### src/rtl/button_debounce_fsm.sv
// Multi-channel button debouncer: two-flop synchronizer per bit, then a per-channel
// stable-time FSM that emits a registered clean level and a one-cycle change pulse.
module button_debounce_fsm #(
  parameter int PARM_BTN_COUNT = 4,
  parameter int PARM_TIME_MAX  = 1000000
) (
  input  logic                      clk,
  input  logic                      rst,
  input  logic [PARM_BTN_COUNT-1:0] i_btns,
  output logic [PARM_BTN_COUNT-1:0] o_btns_deb,
  output logic [PARM_BTN_COUNT-1:0] o_btns_changed
);

  localparam int CNT_W = $clog2(PARM_TIME_MAX);
  localparam logic [CNT_W-1:0] CNT_LAST = CNT_W'(PARM_TIME_MAX - 1);
  localparam logic [CNT_W-1:0] CNT_ONE  = CNT_W'(1);
  localparam logic [CNT_W-1:0] CNT_ZERO = CNT_W'(0);

  typedef enum logic [1:0] {
    ST_ZERO      = 2'd0,
    ST_WAIT_ONE  = 2'd1,
    ST_ONE       = 2'd2,
    ST_WAIT_ZERO = 2'd3
  } state_t;

  logic [PARM_BTN_COUNT-1:0] sync1_r;
  logic [PARM_BTN_COUNT-1:0] sync2_r;
  state_t                    state_r [PARM_BTN_COUNT];
  logic [CNT_W-1:0]          cnt_r   [PARM_BTN_COUNT];
  logic [PARM_BTN_COUNT-1:0] deb_next_s;

  // Two-stage synchronizer for the raw asynchronous inputs
  always_ff @(posedge clk or posedge rst) begin
    if (rst) begin
      sync1_r <= {PARM_BTN_COUNT{1'b0}};
      sync2_r <= {PARM_BTN_COUNT{1'b0}};
    end else begin
      sync1_r <= i_btns;
      sync2_r <= sync1_r;
    end
  end

  // Per-channel qualification FSM and stable-time counter
  always_ff @(posedge clk or posedge rst) begin
    if (rst) begin
      for (int i = 0; i < PARM_BTN_COUNT; i++) begin
        state_r[i] <= ST_ZERO;
        cnt_r[i]   <= CNT_ZERO;
      end
    end else begin
      for (int i = 0; i < PARM_BTN_COUNT; i++) begin
        case (state_r[i])
          ST_ZERO: begin
            if (sync2_r[i]) begin
              state_r[i] <= ST_WAIT_ONE;
              cnt_r[i]   <= CNT_ZERO;
            end else begin
              state_r[i] <= ST_ZERO;
            end
          end
          ST_WAIT_ONE: begin
            if (!sync2_r[i]) begin
              state_r[i] <= ST_ZERO;
            end else if (cnt_r[i] == CNT_LAST) begin
              state_r[i] <= ST_ONE;
            end else begin
              cnt_r[i] <= cnt_r[i] + CNT_ONE;
            end
          end
          ST_ONE: begin
            if (!sync2_r[i]) begin
              state_r[i] <= ST_WAIT_ZERO;
              cnt_r[i]   <= CNT_ZERO;
            end else begin
              state_r[i] <= ST_ONE;
            end
          end
          ST_WAIT_ZERO: begin
            if (sync2_r[i]) begin
              state_r[i] <= ST_ONE;
            end else if (cnt_r[i] == CNT_LAST) begin
              state_r[i] <= ST_ZERO;
            end else begin
              cnt_r[i] <= cnt_r[i] + CNT_ONE;
            end
          end
          default: begin
            state_r[i] <= ST_ZERO;
            cnt_r[i]   <= CNT_ZERO;
          end
        endcase
      end
    end
  end

  // Clean level implied by each channel's present state
  always_comb begin
    deb_next_s = {PARM_BTN_COUNT{1'b0}};
    for (int i = 0; i < PARM_BTN_COUNT; i++) begin
      if ((state_r[i] == ST_ONE) || (state_r[i] == ST_WAIT_ZERO)) begin
        deb_next_s[i] = 1'b1;
      end else begin
        deb_next_s[i] = 1'b0;
      end
    end
  end

  // Registered level and change pulse, so downstream one-shots see no glitches
  always_ff @(posedge clk or posedge rst) begin
    if (rst) begin
      o_btns_deb     <= {PARM_BTN_COUNT{1'b0}};
      o_btns_changed <= {PARM_BTN_COUNT{1'b0}};
    end else begin
      o_btns_deb     <= deb_next_s;
      o_btns_changed <= deb_next_s ^ o_btns_deb;
    end
  end

endmodule
### config.mk
export PLATFORM = sky130hd
export DESIGN_NAME = button_debounce_fsm
export DESIGN_NICKNAME = d
export VERILOG_FILES = /design/src/rtl/button_debounce_fsm.sv
export SDC_FILE = /design/constraint.sdc
export NUM_CORES = 1
export LEC_CHECK = 0
export ABC_AREA = 1
export CORE_MARGIN = 5
export CORE_UTILIZATION = 40
export CTS_BUF_LIST = sky130_fd_sc_hd__clkbuf_2
export CTS_CLUSTER_DIAMETER = 150
export DETAILED_ROUTE_END_ITERATION = 10
export MAX_ROUTING_LAYER = met4
export SYNTH_ARGS = -nofsm -noshare
export SYNTH_HDL_FRONTEND = slang
export SYNTH_SLANG_ARGS = --single-unit
### constraint.sdc
create_clock -name clk -period 4.2 [get_ports clk]
set_input_delay 0.84 -clock clk [delete_from_list [all_inputs] [get_ports clk]]
set_output_delay 0.84 -clock clk [all_outputs]
set_load 0.02 [all_outputs]
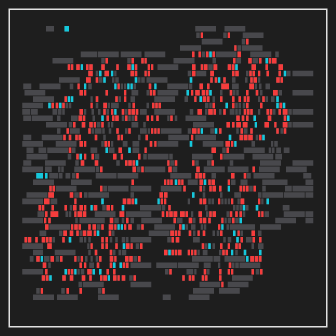
(images/gate_families.png)
- cyan: inverters (cells 83; most used inv_1)
- red: NAND gates (cells 432; most used nand2_1)
number of standard cells in the layout, taps in and fillers out: 1101
most frequent logic cell in the layout: sky130_fd_sc_hd__nand2_1
fraction of area in multi-input gates: 47.1%

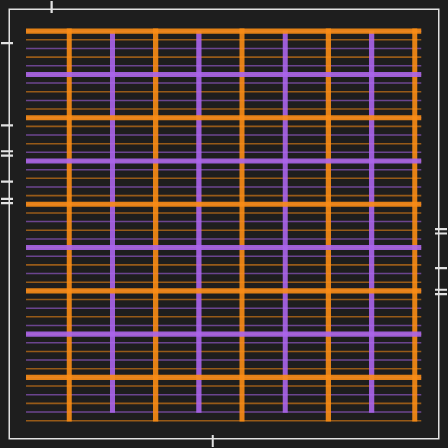
(images/pdn.png)
Pins as bars on the die edge.
- purple: VDD
- orange: VSS
- met1 rails: 46
- signal pins: 14
die boundary width: 134 um
core area: 15200 um^2
peak supply drop: 0.204 mV
Die Y-Extent: 134 um

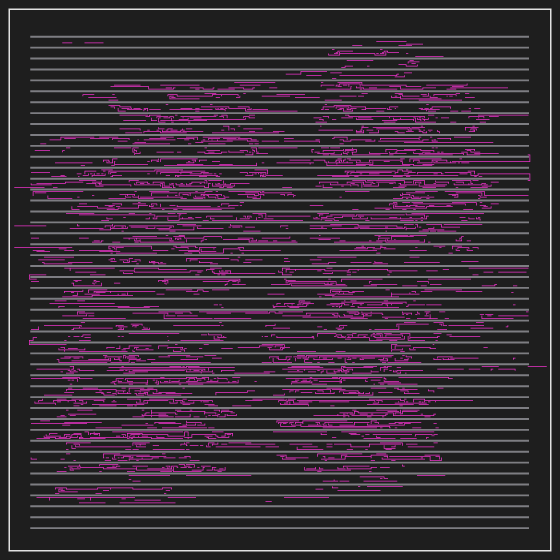
(images/met1.png)
Supply wires on this layer in grey.
- main direction: horizontal
- longest straight run: 35.0 um
- wire length on this layer: 6590 um
- nets with wire on the layer: 854

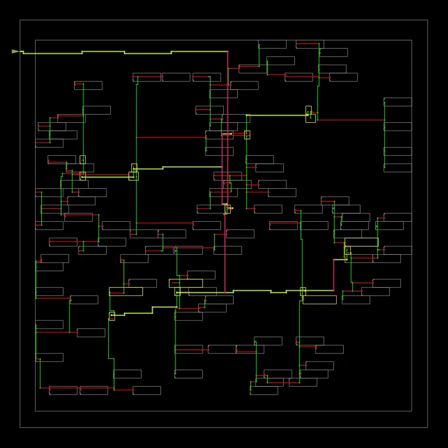
(images/final_clocks.png)
clk pwr: 0.000674 W
CTS Buf Count: 9
number of clock buffers in the layout: 10

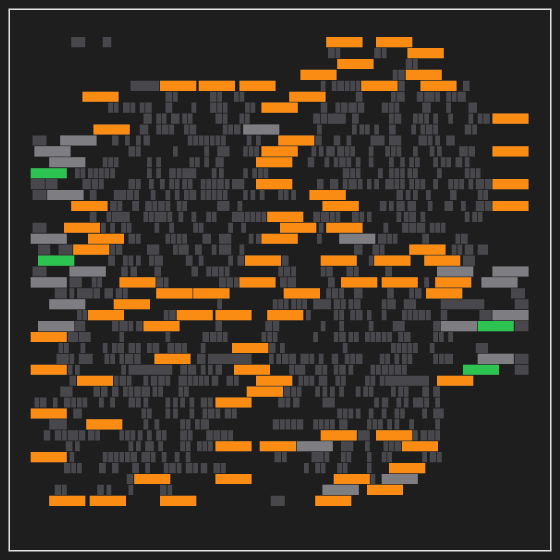
(images/registers.png)
Other sequential cells in the stronger grey, the rest of the logic in the fainter grey.
- orange: cnt_r (placed flops 80; where spread over the die)
- green: o_btns_deb (placed flops 4)
- not coloured: 20

==> summary.txt <==
run metrics: result of the run completed, endpoint class of the critical path output pin, largest stage delay on the critical path 0.61 ns, dominant power group sequential cells, slowest stage cell, crit path sky130_fd_sc_hd__clkdlybuf4s50_1, largest driver fanout on the critical path 2, Seq power 0.00105 W, Combinational Gates 693, overall routed net length 13300 um, number of enable-type register cells in the synthesized netlist 0, internal power 0.00137 W, final weighted congestion in routability-driven placement 0.901, clock distribution area overhead in the final layout 2.82%, switching share of power 24.4%, Netlist cell types 29, footprint of the flip-flops and latches 2600 um^2, least setup slack across all paths after layout 1.70 ns, cell area after synthesis 6200 um^2, DRC errors left 0, Final Total Pwr 0.00182 W, top cell type by instance count after synthesis sky130_fd_sc_hd__nand2_1, Top-area cell share 42.0%, final number of hold-violating endpoints 0, pin count of the biggest net entering global routing 58, Insertion Delay late pin 0.63 ns, Placed Cells incl. Taps 1084, proportion of power drawn by the clock network 37.1%, post-layout instance area 6640 um^2, RSZ-0062 raised after global routing false, average instance area after synthesis 6.86 um^2, number of antenna violations at the first check in global routing 0, vias in the first global route 5033, Initial DRC Count 365, Top Ports 14, total of fill cells in the finished design 1587, post-detailed-placement half-perimeter wirelength 9490 um, top cell types by occurrence after synthesis 306 x sky130_fd_sc_hd__nand2_1, 135 x sky130_fd_sc_hd__nor2_1, 104 x sky130_fd_sc_hd__dfrtp_1, TNS Setup 0 ns, via count 5417, Post-synth ARST share 100%, non-clock buffer total of the final layout 16, via-per-instance ratio 4.92, part of the power in registers 58.0%, series of cell instances along the critical path clkdlybuf4s50_1, Max Slew Vio Count 0, slew at the pin closest to its max-slew limit 0.852 ns, worst slack after detailed placement 1.95 ns, sum of buffers and inverters on the critical path 1, CTS sink cnt 104, final hold slack 0.391 ns, Area Overhead vs Synth 7.19%, CTS root buf sky130_fd_sc_hd__clkbuf_2, number of gates resized after cts 0, period utilization 59.6%, flop-to-flop setup slack 1.92 ns, minimum clock period 2.50 ns, area-dominant cell class after layout combinational gates, invs w/o clock 83, sort of element at the start of the critical path flip-flop, Die Footprint 18100 um^2, WHS Endpoint sync2_r[1], power per cell area 273 nW/um^2, post-synth top area cell sky130_fd_sc_hd__dfrtp_1, timing-limited maximum frequency 399 MHz, relative contribution of combinational cells to total power 5.0%, launch point of the worst path o_btns_deb[0], Pleak 2.92 nW, number of nets still failing antenna checks after routing 0, CTS tree built
## state kept, by name (all words and copies together), names as in the netlist, named ones only
signal,flops
sync2_r,4
sync1_r,4
o_btns_changed,4
state_r,4
o_btns_deb,4
cnt_r,80
## cells by family (layout without fill, tap and decap cells)
family	after synthesis	after routing	synth area share, %
AND-OR/OR-AND	69	69	5.77
adder cells (fa/ha/maj)	4	4	0.807
flip-flops	104	104	42.0
other	0	1	0
AND/OR/NAND/NOR	597	597	40.7
XOR/XNOR	23	23	3.25
buffers and inverters	106	115	7.53
## layout by cell type (no fill, tap or decap), types with 4 or more instances in the layout
cell type | synthesis | routed
sky130_fd_sc_hd__dfrtp_1 | 104 | 104
sky130_fd_sc_hd__ha_1 | 4 | 4
sky130_fd_sc_hd__o21bai_1 | 4 | 4
sky130_fd_sc_hd__clkdlybuf4s50_1 | 0 | 13
sky130_fd_sc_hd__or2_2 | 9 | 9
sky130_fd_sc_hd__clkbuf_2 | 0 | 10
sky130_fd_sc_hd__o21ai_1 | 18 | 18
sky130_fd_sc_hd__and2_1 | 8 | 8
sky130_fd_sc_hd__o21ai_0 | 44 | 44
sky130_fd_sc_hd__bufinv_16 | 0 | 4
sky130_fd_sc_hd__nand2_1 | 306 | 306
sky130_fd_sc_hd__nor2_1 | 135 | 134
sky130_fd_sc_hd__nand3_1 | 95 | 95
sky130_fd_sc_hd__inv_1 | 81 | 80
sky130_fd_sc_hd__xor2_1 | 20 | 20
sky130_fd_sc_hd__nand4_1 | 27 | 27
sky130_fd_sc_hd__nor3_1 | 9 | 9
## metal layers
metal | up-vias | routed length (um) | global-route usage [%]
met1 | 2436 | 6590 | 21.7
met3 | 15 | 503 | 3.54
li1 | 2873 | - | -
met2 | 93 | 6050 | 25.2
met4 | 0 | 147 | 4.07
met5 | - | 0 | -
No activity file was given, so power comes from the tool's default toggle rates.
